--- src/rtl/pipe_stage_register.sv ---
// Handshaked pipeline stage register with a one-entry skid buffer, synchronous
// flush and bubble injection. All outputs are registered; ready_o never sees inputs.
module pipe_stage_register #(
  parameter int unsigned           DATA_WIDTH   = 64,
  parameter logic [DATA_WIDTH-1:0] BUBBLE_VALUE = {32'h0000_0013, 32'h0000_0000}
) (
  input  logic                  clk,
  input  logic                  reset_n,
  input  logic                  valid_i,
  output logic                  ready_o,
  input  logic [DATA_WIDTH-1:0] data_i,
  output logic                  valid_o,
  input  logic                  ready_i,
  output logic [DATA_WIDTH-1:0] data_o,
  input  logic                  flush_i,
  output logic [1:0]            occupancy_o
);

  typedef enum logic [1:0] {
    ST_EMPTY = 2'd0,
    ST_ONE   = 2'd1,
    ST_FULL  = 2'd2
  } state_t;

  state_t                r_state;
  logic [DATA_WIDTH-1:0] r_main;
  logic [DATA_WIDTH-1:0] r_skid;
  logic                  r_valid;
  logic                  r_ready;
  logic [1:0]            r_occ;

  state_t                w_next_state;
  logic [DATA_WIDTH-1:0] w_main_next;
  logic [DATA_WIDTH-1:0] w_skid_next;
  logic                  w_accept;
  logic                  w_take;

  function automatic logic [1:0] occ_of(input state_t st);
    case (st)
      ST_EMPTY: occ_of = 2'd0;
      ST_ONE:   occ_of = 2'd1;
      ST_FULL:  occ_of = 2'd2;
      default:  occ_of = 2'd0;
    endcase
  endfunction

  assign w_accept = valid_i & r_ready;
  assign w_take   = r_valid & ready_i;

  // Next-state and storage update; flush overrides every transition.
  always_comb begin
    w_next_state = r_state;
    w_main_next  = r_main;
    w_skid_next  = r_skid;
    if (flush_i) begin
      w_next_state = ST_EMPTY;
      w_main_next  = BUBBLE_VALUE;
      w_skid_next  = BUBBLE_VALUE;
    end else begin
      case (r_state)
        ST_EMPTY: begin
          if (w_accept) begin
            w_next_state = ST_ONE;
            w_main_next  = data_i;
          end else begin
            w_next_state = ST_EMPTY;
          end
        end
        ST_ONE: begin
          if (w_accept && w_take) begin
            w_main_next = data_i;
          end else if (w_accept) begin
            w_next_state = ST_FULL;
            w_skid_next  = data_i;
          end else if (w_take) begin
            w_next_state = ST_EMPTY;
            w_main_next  = BUBBLE_VALUE;
          end else begin
            w_next_state = ST_ONE;
          end
        end
        ST_FULL: begin
          // The skid entry is always younger than main, so it moves up on a take.
          if (w_take) begin
            w_next_state = ST_ONE;
            w_main_next  = r_skid;
            w_skid_next  = BUBBLE_VALUE;
          end else begin
            w_next_state = ST_FULL;
          end
        end
        default: begin
          w_next_state = ST_EMPTY;
          w_main_next  = BUBBLE_VALUE;
          w_skid_next  = BUBBLE_VALUE;
        end
      endcase
    end
  end

  // State, storage and output flags, all decoded from the next state.
  always_ff @(posedge clk or negedge reset_n) begin
    if (!reset_n) begin
      r_state <= ST_EMPTY;
      r_main  <= BUBBLE_VALUE;
      r_skid  <= BUBBLE_VALUE;
      r_valid <= 1'b0;
      r_ready <= 1'b1;
      r_occ   <= 2'd0;
    end else begin
      r_state <= w_next_state;
      r_main  <= w_main_next;
      r_skid  <= w_skid_next;
      r_valid <= (w_next_state != ST_EMPTY);
      r_ready <= (w_next_state != ST_FULL);
      r_occ   <= occ_of(w_next_state);
    end
  end

  assign valid_o     = r_valid;
  assign ready_o     = r_ready;
  assign data_o      = r_main;
  assign occupancy_o = r_occ;

endmodule

--- config.mk ---
export PLATFORM = sky130hd
export DESIGN_NAME = pipe_stage_register
export DESIGN_NICKNAME = d
export VERILOG_FILES = /design/src/rtl/pipe_stage_register.sv
export SDC_FILE = /design/constraint.sdc
export NUM_CORES = 1
export LEC_CHECK = 0
export CAP_MARGIN = 20
export CORE_AREA = 2 2 123 125
export DETAILED_ROUTE_END_ITERATION = 12
export DIE_AREA = 0 0 125 127
export HOLD_SLACK_MARGIN = 0.1
export PLACE_DENSITY = 0.83
export SLEW_MARGIN = 40
export SYNTH_ARGS = -nofsm -noshare
export SYNTH_HDL_FRONTEND = slang
export SYNTH_SLANG_ARGS = --single-unit
--- constraint.sdc ---
create_clock -name clk -period 2 [get_ports clk]
set_input_delay 0.4 -clock clk [delete_from_list [all_inputs] [get_ports clk]]
set_output_delay 0.4 -clock clk [all_outputs]
set_load 0.05 [all_outputs]
==> run_results.csv, run 1 <==
group,metric,value,unit
power,ir_worst_vdd,0.564,mV
synth,avgSynthCellArea,9.93,sq um
timing,drv_slew,0,
synth,ys_sh_aoi,18.0,%
synth,yosysTopAreaCell,"dfrtp_1",
place,place_ws,-0.162,ns
place,place_hpwl,12.7,mm
timing,hold_viol,0,
layout,logic_gate_count,544,
timing,fin_ws,0.0352,ns
global_route,grt_max_degree,72,
critical_path,max_stage_delay,0.80,ns
critical_path,path_depth,1,
drt,drt-pass1-iter-count,5,
clocking,cts_made_buffers,17,
worst_hold_path,min_path_type,"in -> async",
critical_path,end_kind,"output port",
die,n_tap_cell,184,
power,p_switching,3410,uW
global_route,grt_use_met1,35.7,%
critical_path,r2r_start,"r_state[1]",
timing,finalCriticalPeriod,1.96,ns
critical_path,slowest_stage,"clkdlybuf4s50_1",
synth,mux_share,17.0,%
layout,comb-cell-share,38.4,%
synth,top_cell,"nand2_1",
synth,synth_cell_type_count,31,
clocking,path_clk_slew,0.06,ns
critical_path,rr_endpoint,"data_o[5]",
global_route,grt.busiest_layer,"met2",
critical_path,crit_buf_inv,1,
critical_path,worstPathMaxFanout,2,
power,p_seq_share,32.9,%
power,p_sw_share,35.6,%
critical_path,reg2reg_depth,5,
synth,synthXorXnorAreaFrac,0,%
synth,synth_nets,831,
place,placed_cells,1044,
synth,adder_share,0,%
timing,period_used_share,98.2,%
die,core-area,14400,sq um
layout,buf_share,19.7,%
timing,relSlewSlack,65.3,%
die,io_pins,137,
clocking,cts_setup_buffers,0,
drt,highest_layer,"met5",
synth,yosys_area,7570,sq um
critical_path,crit_start,"data_o[19]",
global_route,use_met3,5.86,%
synth,synth-async-reset-ratio,100,%
place,post_dp_cell_area,9330,sq um
drt,dr_wl_met3,1.46,mm
synth,syn_inst,762,
layout,diodes,0,
synth,topCellsByArea,"dfrtp_1 (42%), mux2i_1 (17%), a221oi_2 (12%)",
critical_path,worstPathArrival,1.56,ns
layout,utilization,69.0,%
synth,synth_flop_count,134,
clocking,htreeDepth,4,
global_route,grt-ovfl-total,0,
critical_path,start_kind,"flop",
outcome,status,"finished clean",
power,p_int,6170,uW
clocking,cts_hold_buf,1,
layout,layout.nets,949,
synth,ys_seq_share,44.4,%
critical_path,path_cells,"clkdlybuf4s50_1",
global_route,grt_pass1_vias,6302,
critical_path,required,1.60,ns
synth,simple_gate_area_share,15.0,%
layout,area_growth,31.5,%
drt,antenna_left,0,
clocking,root_buffer,"clkbuf_16",
layout,clkbuf_count,25,
drt,route.met2.wl,9.74,mm
layout,top_area_cell_class,"combinational gates",
drt,drt-met1-wl,9.06,mm
global_route,grt_pass1_wl,33.4,mm
global_route,met2_usage,42.8,%
power,p_comb_share,35.0,%
clocking,numClockSinks,134,
synth,yosysCellCount,762,
drt,drc,0,
timing,rsz0062_at_grt,"false",
power,pwr.group.combinational,3350,uW
timing,setup_viol,0,
die,die_width,125,microns
Figure 1. Wiring heat map (run 1).
The die is cut into 25 by 25 equal tiles; black is low, pale yellow is high, scaled to the fullest tile. Values are wire area over tile area, all layers added.
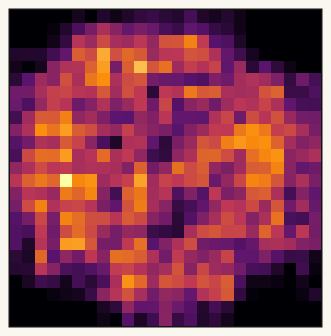
nearly empty tiles: 13%
fullest tile: 0.60
tiles over half the peak: 27%
mean over tiles: 0.21
Detailed Route WL: 20.6 mm
via count: 6449
routed len/inst: 19.1 microns
All-Layer GR Usage: 26.3%

Figure 2. Clock distribution (run 1).
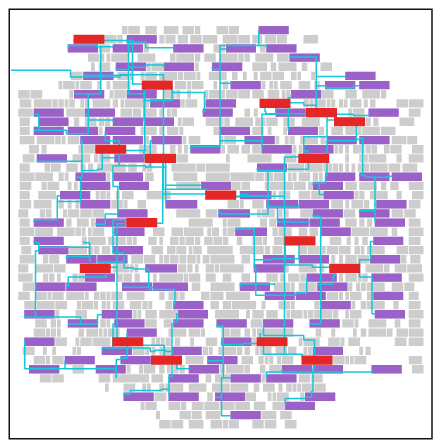
[red] cells driving clock nets | count: 17
[cyan] clock wires | length: 1800 microns
[purple] flip-flops | count: 134
flops lie: all over the die
routed clock nets: 18
Latency at later pin: 0.42 ns
Clock Skews: 0.00802 ns
clock group power: 3080 uW
clock share of power: 32.1%

Figure 3. Close-up of the layout (run 1).
Bar = 10 microns. Window x 50 to 75, y 26 to 51 microns. Cells in gray, sequential cells in the stronger gray; small squares are vias.
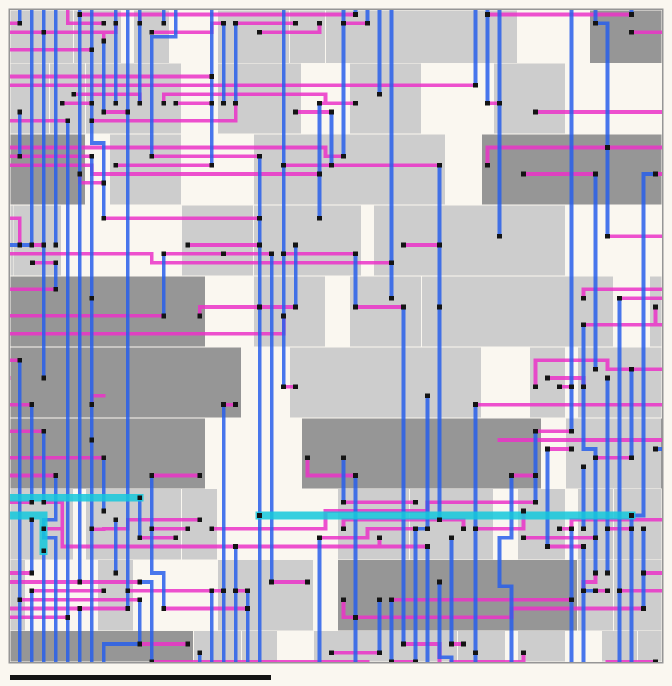
| color | layer |
|---|---|
| magenta | met1 |
| cyan | met3 |
| blue | met2 |
cells with their middle in the window: 39
netlist names of flops here include: data_o (2), r_skid (2)
sequential cells in the window: 6
most frequent: buf_4 (9), nand2_1 (6), dfrtp_1 (6)

Figure 4. Gate families picked out (run 1).
Bar = 50 microns.
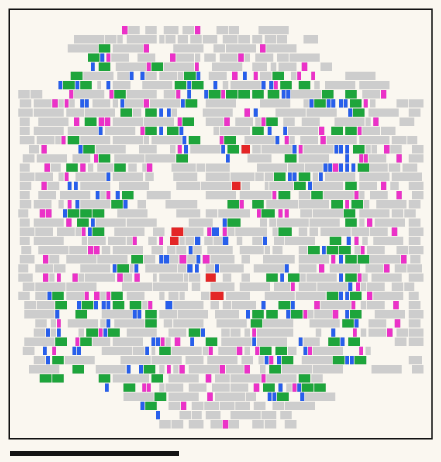

--- run 2 (diff from run 1) ---
CTS_BUF_LIST = sky130_fd_sc_hd__clkbuf_16   (was default)
Figure 5. Gate families picked out (run 2).
Bar = 50 microns.
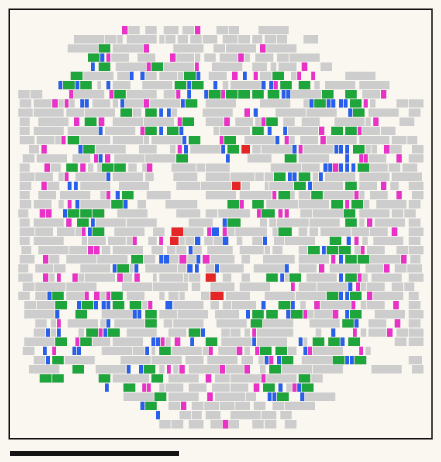
| color | family | cells | where |
|---|---|---|---|
| blue | NAND gates | 135 | all over the die |
| red | AND and OR gates | 6 | center |
| magenta | NOR gates | 132 | all over the die |
| green | multiplexers | 128 | all over the die |
Final Instance Count excl. Fillers: 1074
Commonest Layout Cell: nand2_1

Figure 6. Wiring heat map (run 2).
The die is cut into 25 by 25 equal tiles; black is low, pale yellow is high, scaled to the fullest tile. Values are wire area over tile area, all layers added.
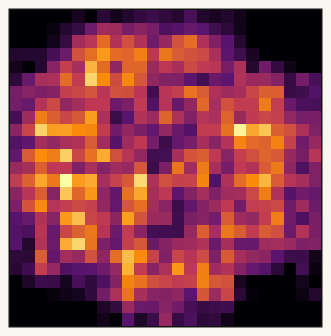
nearly empty tiles: 13%
tiles over half the peak: 31%
densest ninth of the die: west
mean over tiles: 0.21
via count: 6456
All-Layer GR Usage: 26.3%
routed len/inst: 19.2 microns
Detailed Route WL: 20.6 mm

Figure 7. Close-up of the layout (run 2).
Bar = 10 microns. Window x 50 to 75, y 26 to 51 microns. Cells in gray, sequential cells in the stronger gray; small squares are vias.
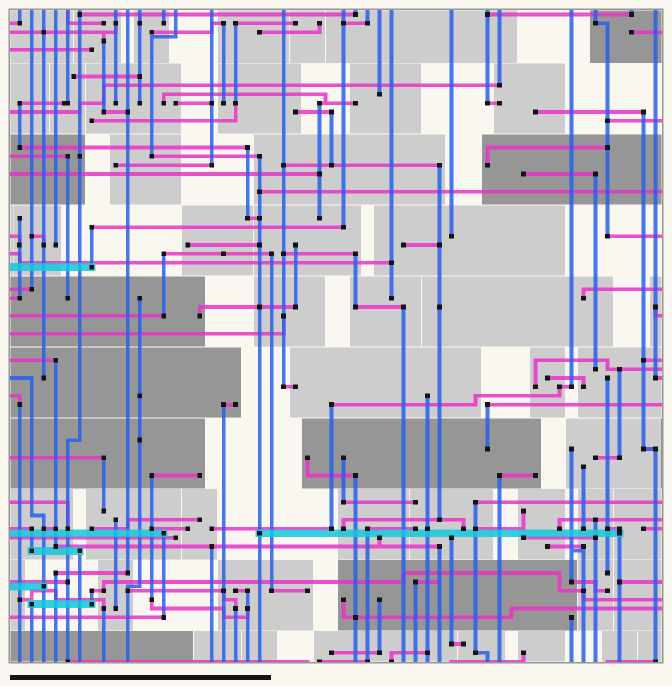
| color | layer |
|---|---|
| blue | met2 |
| magenta | met1 |
| cyan | met3 |
cells with their middle in the window: 39
netlist names of flops here include: data_o (2), r_skid (2)
most frequent: buf_4 (9), nand2_1 (6), dfrtp_1 (6)
sequential cells in the window: 6

==> run 2 against run 1 <==
Via count rose by 0.11%; clock skew about the same; worst hold slack barely moved; register-to-register slack is essentially flat; flip-flop count stayed put; routed wire length barely moved; largest power group unchanged; highest routed layer unchanged.
==> run_results.csv, run 2 <==
group,metric,value,unit
synth,avgSynthCellArea,9.93,sq um
clocking,path_clk_slew,0.05,ns
layout,diodes,0,
timing,period_used_share,98.4,%
synth,yosysTopAreaCell,"dfrtp_1",
drt,dr_wl_met3,1.45,mm
place,place_ws,-0.162,ns
synth,yosys_area,7570,sq um
place,place_hpwl,12.7,mm
synth,synthXorXnorAreaFrac,0,%
power,clockPowerShare,30.9,%
die,n_tap_cell,184,
global_route,grt_pass1_wl,33.4,mm
synth,adder_share,0,%
layout,utilization,68.7,%
worst_hold_path,min_path_type,"in -> async",
timing,drv_slew,0,
drt,drc,0,
layout,top_area_cell_class,"combinational gates",
layout,logic_gate_count,544,
outcome,status,"finished clean",
synth,top_cell,"nand2_1",
clocking,numClockSinks,134,
layout,layout.nets,949,
timing,clock_skew,0.00780,ns
drt,highest_layer,"met5",
synth,topCombFamilyByArea,"AND-OR/OR-AND gates",
power,ir_worst_vdd,0.567,mV
global_route,met2_usage,42.7,%
clocking,cts_setup_buffers,0,
synth,synth_cell_type_count,31,
synth,syn_inst,762,
global_route,grt_max_degree,72,
synth,yosysCellCount,762,
synth,ys_seq_share,44.4,%
critical_path,max_stage_delay,0.80,ns
power,p_int,6000,uW
synth,simple_gate_area_share,15.0,%
layout,area_growth,31.0,%
critical_path,slowest_stage,"clkdlybuf4s50_1",
synth,topCellsByArea,"dfrtp_1 (42%), mux2i_1 (17%), a221oi_2 (12%)",
clocking,root_buffer,"clkbuf_16",
timing,finalCriticalPeriod,1.97,ns
die,core-area,14400,sq um
drt,antenna_left,0,
synth,synth_flop_count,134,
critical_path,required,1.60,ns
critical_path,path_cells,"clkdlybuf4s50_1",
critical_path,r2r_start,"r_state[1]",
global_route,grt.busiest_layer,"met2",
global_route,grt_use_met1,35.7,%
global_route,use_met3,6.11,%
global_route,grt-ovfl-total,0,
critical_path,path_depth,1,
timing,tightest_slew,0.520,ns
critical_path,start_kind,"flop",
timing,rsz0062_at_grt,"false",
power,p_clk,2910,uW
drt,drt-met1-wl,9.06,mm
critical_path,worstPathArrival,1.57,ns
synth,synth_nets,831,
clocking,htreeDepth,4,
synth,synth-async-reset-ratio,100,%
layout,comb-cell-share,38.5,%
power,p_switching,3420,uW
timing,relSlewSlack,65.3,%
layout,clkbuf_count,17,
power,p_sw_share,36.3,%
place,placed_cells,1044,
timing,hold_viol,0,
timing,fin_ws,0.0316,ns
synth,mux_share,17.0,%
power,pwr.group.combinational,3350,uW
die,io_pins,137,
place,post_dp_cell_area,9330,sq um
drt,drt-pass1-iter-count,5,
critical_path,reg2reg_depth,5,
timing,setup_viol,0,
Figure 8. Cell placement (run 2).
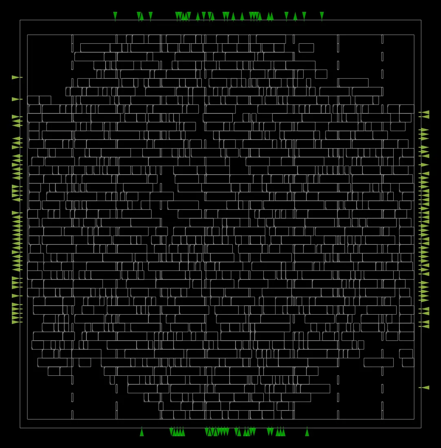

--- run 3 (diff from run 2) ---
MAX_ROUTING_LAYER = met4   (was default)
Figure 9. Cell placement (run 3).
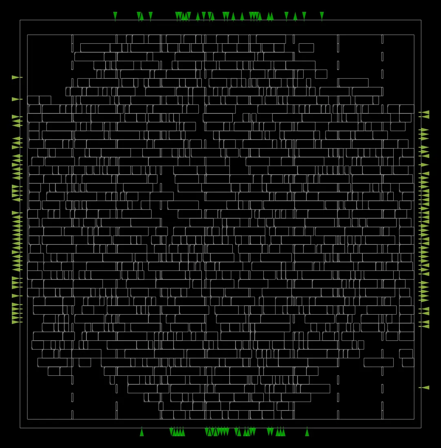
Util after Layout: 68.8%
number of cell rows: 44
Seq area share: 33.9%

Figure 10. Clock distribution (run 3).
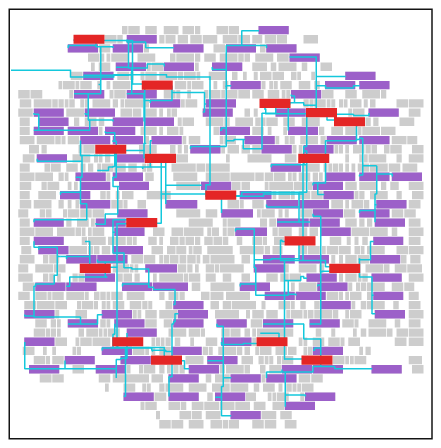
[red] cells driving clock nets | count: 17
[cyan] clock wires | length: 1810 microns
[purple] flip-flops | count: 134
routed clock nets: 18
clock group power: 2900 uW
clock share of power: 30.8%
Clock Skews: 0.00830 ns

Figure 11. Wiring heat map (run 3).
The die is cut into 25 by 25 equal tiles; black is low, pale yellow is high, scaled to the fullest tile. Values are wire area over tile area, all layers added.
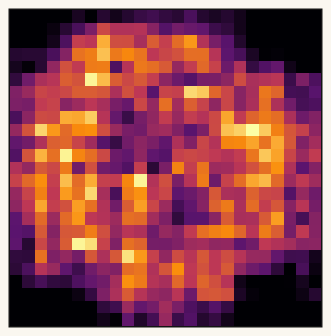
mean over tiles: 0.21
fullest tile: 0.53
tiles over half the peak: 36%
nearly empty tiles: 13%
routed len/inst: 19.2 microns
via count: 6466
Detailed Route WL: 20.6 mm
All-Layer GR Usage: 27.1%

==> run 3 against run 2 <==
Synthesized area is the same; global-route usage grew 0.76 points; sequential power is essentially flat; synthesized cell count is the same; cell count is essentially flat; non-clock buffer count is the same; worst hold slack is essentially flat; critical path depth is the same; count of clock-buffer cells in the layout is the same; maximum frequency is essentially flat; sequential share of layout area is essentially flat; clock skew is essentially flat.
==> run_results.csv, run 3 <==
group,metric,value,unit
layout,comb-cell-share,38.5,%
synth,yosysCellCount,762,
power,pwr.group.combinational,3360,uW
global_route,use_met3,5.57,%
outcome,status,"finished clean",
layout,lay_top_count,"nand2_1",
synth,yosysTopAreaCell,"dfrtp_1",
clocking,root_buffer,"clkbuf_16",
timing,relSlewSlack,65.3,%
clocking,cts_setup_buffers,0,
timing,setup_viol,0,
place,placed_cells,1044,
synth,adder_share,0,%
clocking,htreeDepth,4,
synth,topCombFamilyByArea,"AND-OR/OR-AND gates",
layout,layout.nets,949,
layout,top_area_cell_class,"combinational gates",
power,p_switching,3420,uW
die,core-area,14400,sq um
critical_path,max_stage_delay,0.80,ns
clocking,path_clk_slew,0.06,ns
timing,hold_viol,0,
timing,drv_slew,0,
critical_path,start_kind,"flop",
synth,synthXorXnorAreaFrac,0,%
synth,avgSynthCellArea,9.93,sq um
place,place_ws,-0.162,ns
global_route,grt_pass1_wl,33.5,mm
drt,drt-met1-wl,9.05,mm
synth,simple_gate_area_share,15.0,%
synth,ys_seq_share,44.4,%
critical_path,slowest_stage,"clkdlybuf4s50_1",
timing,finalCriticalPeriod,1.97,ns
synth,synth_nets,831,
global_route,grt-ovfl-total,0,
synth,synth_flop_count,134,
power,power.group.top,"combinational cells",
layout,clkbuf_count,17,
drt,antenna_left,0,
global_route,grt.busiest_layer,"met2",
die,n_tap_cell,184,
drt,drt-pass1-iter-count,5,
global_route,grt_use_met1,35.8,%
timing,fin_ws,0.0330,ns
drt,highest_layer,"met4",
synth,syn_inst,762,
critical_path,worstPathArrival,1.57,ns
critical_path,path_depth,1,
layout,final_cells,1075,
place,place_hpwl,12.7,mm
layout,diodes,1,
drt,dr_wl_met3,1.46,mm
clocking,numClockSinks,134,
layout,area_growth,31.0,%
die,io_pins,137,
timing,period_used_share,98.3,%
synth,yosys_area,7570,sq um
synth,mux_share,17.0,%
critical_path,reg2reg_depth,5,
critical_path,path_cells,"clkdlybuf4s50_1",
power,p_int,6000,uW
Power and IR drop assume default switching activity.
